--- src/rtl/mem_ctrl.sv ---
// Single-port RAM arbiter: memory-stage loads/stores take the 8-bit port from
// the fetch stage and are serialised into byte accesses, little-endian.
module mem_ctrl #(
  parameter int ADDR_W = 32
) (
  input  logic              clk,
  input  logic              rst,
  input  logic              if_req_i,
  input  logic [ADDR_W-1:0] if_addr_i,
  output logic [7:0]        if_data_o,
  output logic              if_stall_o,
  input  logic              mem_req_i,
  input  logic              mem_we_i,
  input  logic [ADDR_W-1:0] mem_addr_i,
  input  logic [1:0]        mem_width_i,
  input  logic              mem_signed_i,
  input  logic [31:0]       mem_wdata_i,
  output logic [31:0]       mem_rdata_o,
  output logic              mem_done_o,
  output logic              mem_busy_o,
  input  logic [7:0]        ram_din_i,
  output logic [ADDR_W-1:0] ram_addr_o,
  output logic [7:0]        ram_dout_o,
  output logic              ram_wr_o
);

  typedef enum logic [1:0] {IDLE, RD, RD_TAIL, WR} state_t;

  state_t            state_reg, state_next;
  logic [1:0]        cnt_reg;
  logic [ADDR_W-1:0] base_reg;
  logic [1:0]        width_reg;
  logic              sgn_reg;
  logic [31:0]       wdata_reg;
  logic [23:0]       lanes_reg;
  logic [31:0]       rdata_reg;
  logic              done_reg;

  logic [1:0]        last_cnt;
  logic              last;
  logic [1:0]        lane;
  logic [31:0]       raw;
  logic [31:0]       ext;
  logic              unused_if_req;

  // fetch request is informational; the port is always handed out
  assign unused_if_req = if_req_i;

  assign if_data_o   = ram_din_i;
  assign mem_rdata_o = rdata_reg;
  assign mem_done_o  = done_reg;
  assign mem_busy_o  = mem_req_i & ~done_reg;

  assign last_cnt = (width_reg == 2'b00) ? 2'd0 : (width_reg == 2'b01) ? 2'd1 : 2'd3;
  assign last     = (cnt_reg == last_cnt);
  assign lane     = cnt_reg - 2'd1;

  // top lane arrives straight from the RAM in the RD_TAIL cycle
  always_comb begin
    raw = {8'h00, lanes_reg};
    raw[{last_cnt, 3'b000} +: 8] = ram_din_i;
    case (width_reg)
      2'b00:   ext = {{24{sgn_reg & raw[7]}}, raw[7:0]};
      2'b01:   ext = {{16{sgn_reg & raw[15]}}, raw[15:0]};
      default: ext = raw;
    endcase
  end

  always_comb begin
    state_next = state_reg;
    ram_addr_o = if_addr_i;
    ram_dout_o = 8'h00;
    ram_wr_o   = 1'b0;
    if_stall_o = 1'b0;
    case (state_reg)
      IDLE: begin
        if (mem_req_i && !done_reg)
          state_next = mem_we_i ? WR : RD;
      end
      RD: begin
        ram_addr_o = base_reg + ADDR_W'(cnt_reg);
        if_stall_o = 1'b1;
        if (last)
          state_next = RD_TAIL;
      end
      RD_TAIL: begin
        state_next = IDLE;
      end
      WR: begin
        ram_addr_o = base_reg + ADDR_W'(cnt_reg);
        ram_dout_o = wdata_reg[{cnt_reg, 3'b000} +: 8];
        ram_wr_o   = 1'b1;
        if_stall_o = 1'b1;
        if (last)
          state_next = IDLE;
      end
      default: state_next = IDLE;
    endcase
  end

  always_ff @(posedge clk or negedge rst) begin
    if (!rst) begin
      state_reg <= IDLE;
      cnt_reg   <= 2'd0;
      base_reg  <= '0;
      width_reg <= 2'b00;
      sgn_reg   <= 1'b0;
      wdata_reg <= 32'h0;
      lanes_reg <= 24'h0;
      rdata_reg <= 32'h0;
      done_reg  <= 1'b0;
    end else begin
      state_reg <= state_next;
      done_reg  <= 1'b0;
      case (state_reg)
        IDLE: begin
          if (mem_req_i && !done_reg) begin
            base_reg  <= mem_addr_i;
            width_reg <= mem_width_i;
            sgn_reg   <= mem_signed_i;
            wdata_reg <= mem_wdata_i;
            cnt_reg   <= 2'd0;
          end
        end
        RD: begin
          // byte addressed last cycle is on ram_din_i now
          if (cnt_reg != 2'd0)
            lanes_reg[{lane, 3'b000} +: 8] <= ram_din_i;
          cnt_reg <= cnt_reg + 2'd1;
        end
        RD_TAIL: begin
          rdata_reg <= ext;
          done_reg  <= 1'b1;
        end
        WR: begin
          cnt_reg <= cnt_reg + 2'd1;
          if (last)
            done_reg <= 1'b1;
        end
        default: ;
      endcase
    end
  end

endmodule

--- config.mk ---
export PLATFORM = sky130hd
export DESIGN_NAME = mem_ctrl
export DESIGN_NICKNAME = d
export VERILOG_FILES = /design/src/rtl/mem_ctrl.sv
export SDC_FILE = /design/constraint.sdc
export NUM_CORES = 1
export LEC_CHECK = 0
export CORE_MARGIN = 3
export CORE_UTILIZATION = 48
export DETAILED_ROUTE_END_ITERATION = 8
export PLACE_DENSITY = 0.88
export SKIP_LAST_GASP = 1
export SLEW_MARGIN = 20
export SYNTH_ARGS = -nofsm -noshare
export SYNTH_HDL_FRONTEND = slang
export SYNTH_SLANG_ARGS = --single-unit
--- constraint.sdc ---
create_clock -name clk -period 3.75 [get_ports clk]
set_input_delay 0.75 -clock clk [delete_from_list [all_inputs] [get_ports clk]]
set_output_delay 0.75 -clock clk [all_outputs]
set_load 0.02 [all_outputs]
Clock routing:
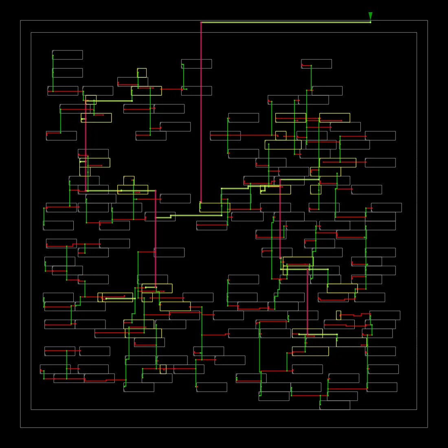
clk sinks: 128
Latency at later pin: 410 ps
TritonCTS buffer count: 17
seq_cells: 128

Metal 3:
Scale: 2 px per um. Cells faint in the background.
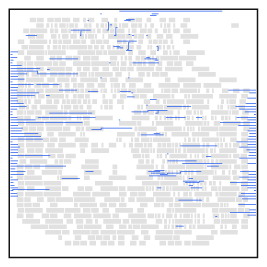
- share of all routed wire: 6.4%
- nets with wire on the layer: 137
- wire length on this layer: 1120 um
- longest straight run: 51.3 um
Global Route met3 Usage: 6.22%
via count: 5624
DRT Wirelength: 17600 um

==> impl_metrics.env <==
# physical design summary
export IMPL_status="completed"
export IMPL_top_area_share_pct=48.5
export IMPL_dr_wl_met3_um=1120
export IMPL_initialDrtViolationCount=426
export IMPL_cts_root_buf="clkbuf_16"
export IMPL_cts_htree_levels=4
export IMPL_met1_usage_pct=29.4
export IMPL_p_sw_mw=3.11
export IMPL_clockPowerShare_pct=21.4
export IMPL_overflow=0
export IMPL_synth_seq_share_pct=48.5
export IMPL_grt_pass1_vias=5497
export IMPL_yosys_area_um2=6610
export IMPL_die_size_y_um=123
export IMPL_ant_nets=0
export IMPL_cts_max_path_buffers=2
export IMPL_met1_length_um=7100
export IMPL_grt_max_degree=80
export IMPL_wl_per_cell_um=17.1
export IMPL_final_cells=1029
export IMPL_holdBufCountCts=0
export IMPL_relSlewSlack_pct=29.9
export IMPL_seq_area_um2=3200
export IMPL_yosysTopAreaCell="dfrtp_1"
export IMPL_drc=0
export IMPL_synth_cell_types=48
export IMPL_max_vdd_ir_drop_uv=532
export IMPL_internal_power_mw=4.98
export IMPL_reg2reg_depth=6
export IMPL_slew_viol_final=0
export IMPL_core_area_um2=13300
export IMPL_seq_power_share_pct=33.3
export IMPL_start_kind="flip-flop"
export IMPL_swShare_pct=38.5
export IMPL_leakagePower_nw=3.81
export IMPL_synth_flops=128
export IMPL_tool_warnings=33
export IMPL_worst_ep_arrival_time_ps=2890
export IMPL_io_pins=196
export IMPL_avgViaCountPerCell=5.47
export IMPL_grt_pass1_wl_um=28000
export IMPL_r2r_end="lanes_reg[14]"
export IMPL_edf_count=0
export IMPL_pg_seq_mw=2.69
export IMPL_finalClockSkew_ps=4.38
export IMPL_groute_usage_overall_pct=23.8
export IMPL_r2r_start="cnt_reg[0]"
export IMPL_syn_area_um2=6610
export IMPL_synth_area_per_cell_um2=10.1
export IMPL_layout_drive_gt1_share_pct=17.2
export IMPL_clkTransAtPathRegs_ps=60
export IMPL_lay_top_cells="clkdlybuf4s50_1 (175), dfrtp_1 (127), nand2_1 (105)"
export IMPL_comb_power_mw=3.66
export IMPL_crit_path_start="cnt_reg[0]"
export IMPL_fp_util_pct=49.5
export IMPL_ys_async_sr_fraction_pct=100
export IMPL_dr_wl_met2_um=8860
export IMPL_cp_max_fo=3
export IMPL_num_fill_cells=1010
export IMPL_io_buffers=194
export IMPL_ys_flop_type="dfrtp_1"
export IMPL_top_power_group="combinational cells"
export IMPL_regToRegSetupSlack_ps=1410
export IMPL_final_nets=960
export IMPL_antenna_cells=0
export IMPL_fp_nets=774
export IMPL_clock_fmax_ghz=0.274
export IMPL_required_ps=3000
export IMPL_cts_tree="built"
export IMPL_die_w_um=123
export IMPL_area_growth_pct=40.7
export IMPL_dpl_cell_count=996
export IMPL_p_comb_share_pct=45.3
export IMPL_worstSetupEndpoint="ram_addr_o[6]"
export IMPL_final_setup_viol_count=0
export IMPL_met2_usage_pct=40.0
export IMPL_lay_top_count="clkdlybuf4s50_1"
export IMPL_gp_congestion=0.861
export IMPL_hpwl_um=12300
export IMPL_rsz0062_at_grt="yes"
export IMPL_cap_violations=0
[worst max-delay path, cell delays in order, from the launching register on]
cell	delay, ps
dfrtp_1	370
ha_2	200
inv_1	50
fa_1	420
and3b_2	270
buf_4	130
nand3_1	90
xor2_1	170
a21oi_1	160
clkdlybuf4s50_1	630
[kinds of logic after synthesis]
family                   share of synthesized area, %
AND-OR/OR-AND                                    10.7
flip-flops                                       48.5
adder cells (fa/ha/maj)                          1.63
buffers and inverters                            4.52
multiplexers                                     16.0
XOR/XNOR                                         1.59
AND/OR/NAND/NOR                                  17.1
[layout make-up]
cell class	count	area share, %
clock inverters	12	1.99
inverters	12	0.484
well taps	176	2.37
clock buffers	20	4.70
multi-input cells	467	33.5
repair buffers	214	22.4
flip-flops and latches	128	34.5
[through the flow]
| stage | TNS [ps] | setup slack (ps) | instance area [um^2] | utilization, % | hold WS (ps) |
|---|---|---|---|---|---|
| final | 0 | 105 | 9300 | 69.7 | 356 |
| after global routing | -24.0 | -19.3 | 9300 | 69.7 | 413 |
| after CTS | -80.0 | -80.0 | 9300 | 69.6 | 483 |
| after detailed placement | 0 | 41.5 | 8680 | 65.0 | 471 |
| after global placement | 0 | 120 | 8680 | 65.0 | 460 |
| after floorplan | 0 | 167 | 6610 | - | 449 |
[repair_timing]
action,CTS,global route
endpoints found under the hold margin,0,0
pin swaps,0,0
setup buffers,1,0
setup endpoints to repair,15,17
gates resized,30,18
[cells in the mapped netlist, drive strengths merged, types with 8 or more instances]
master,n
nand2,105
o21ai,49
a31oi,16
o31ai,11
inv,12
a21oi,46
and2,11
mux4,8
mux2i,9
clkbuf,24
mux2,70
nand3,13
or3,8
nor2,46
dfrtp,128
buf,23
or4,13
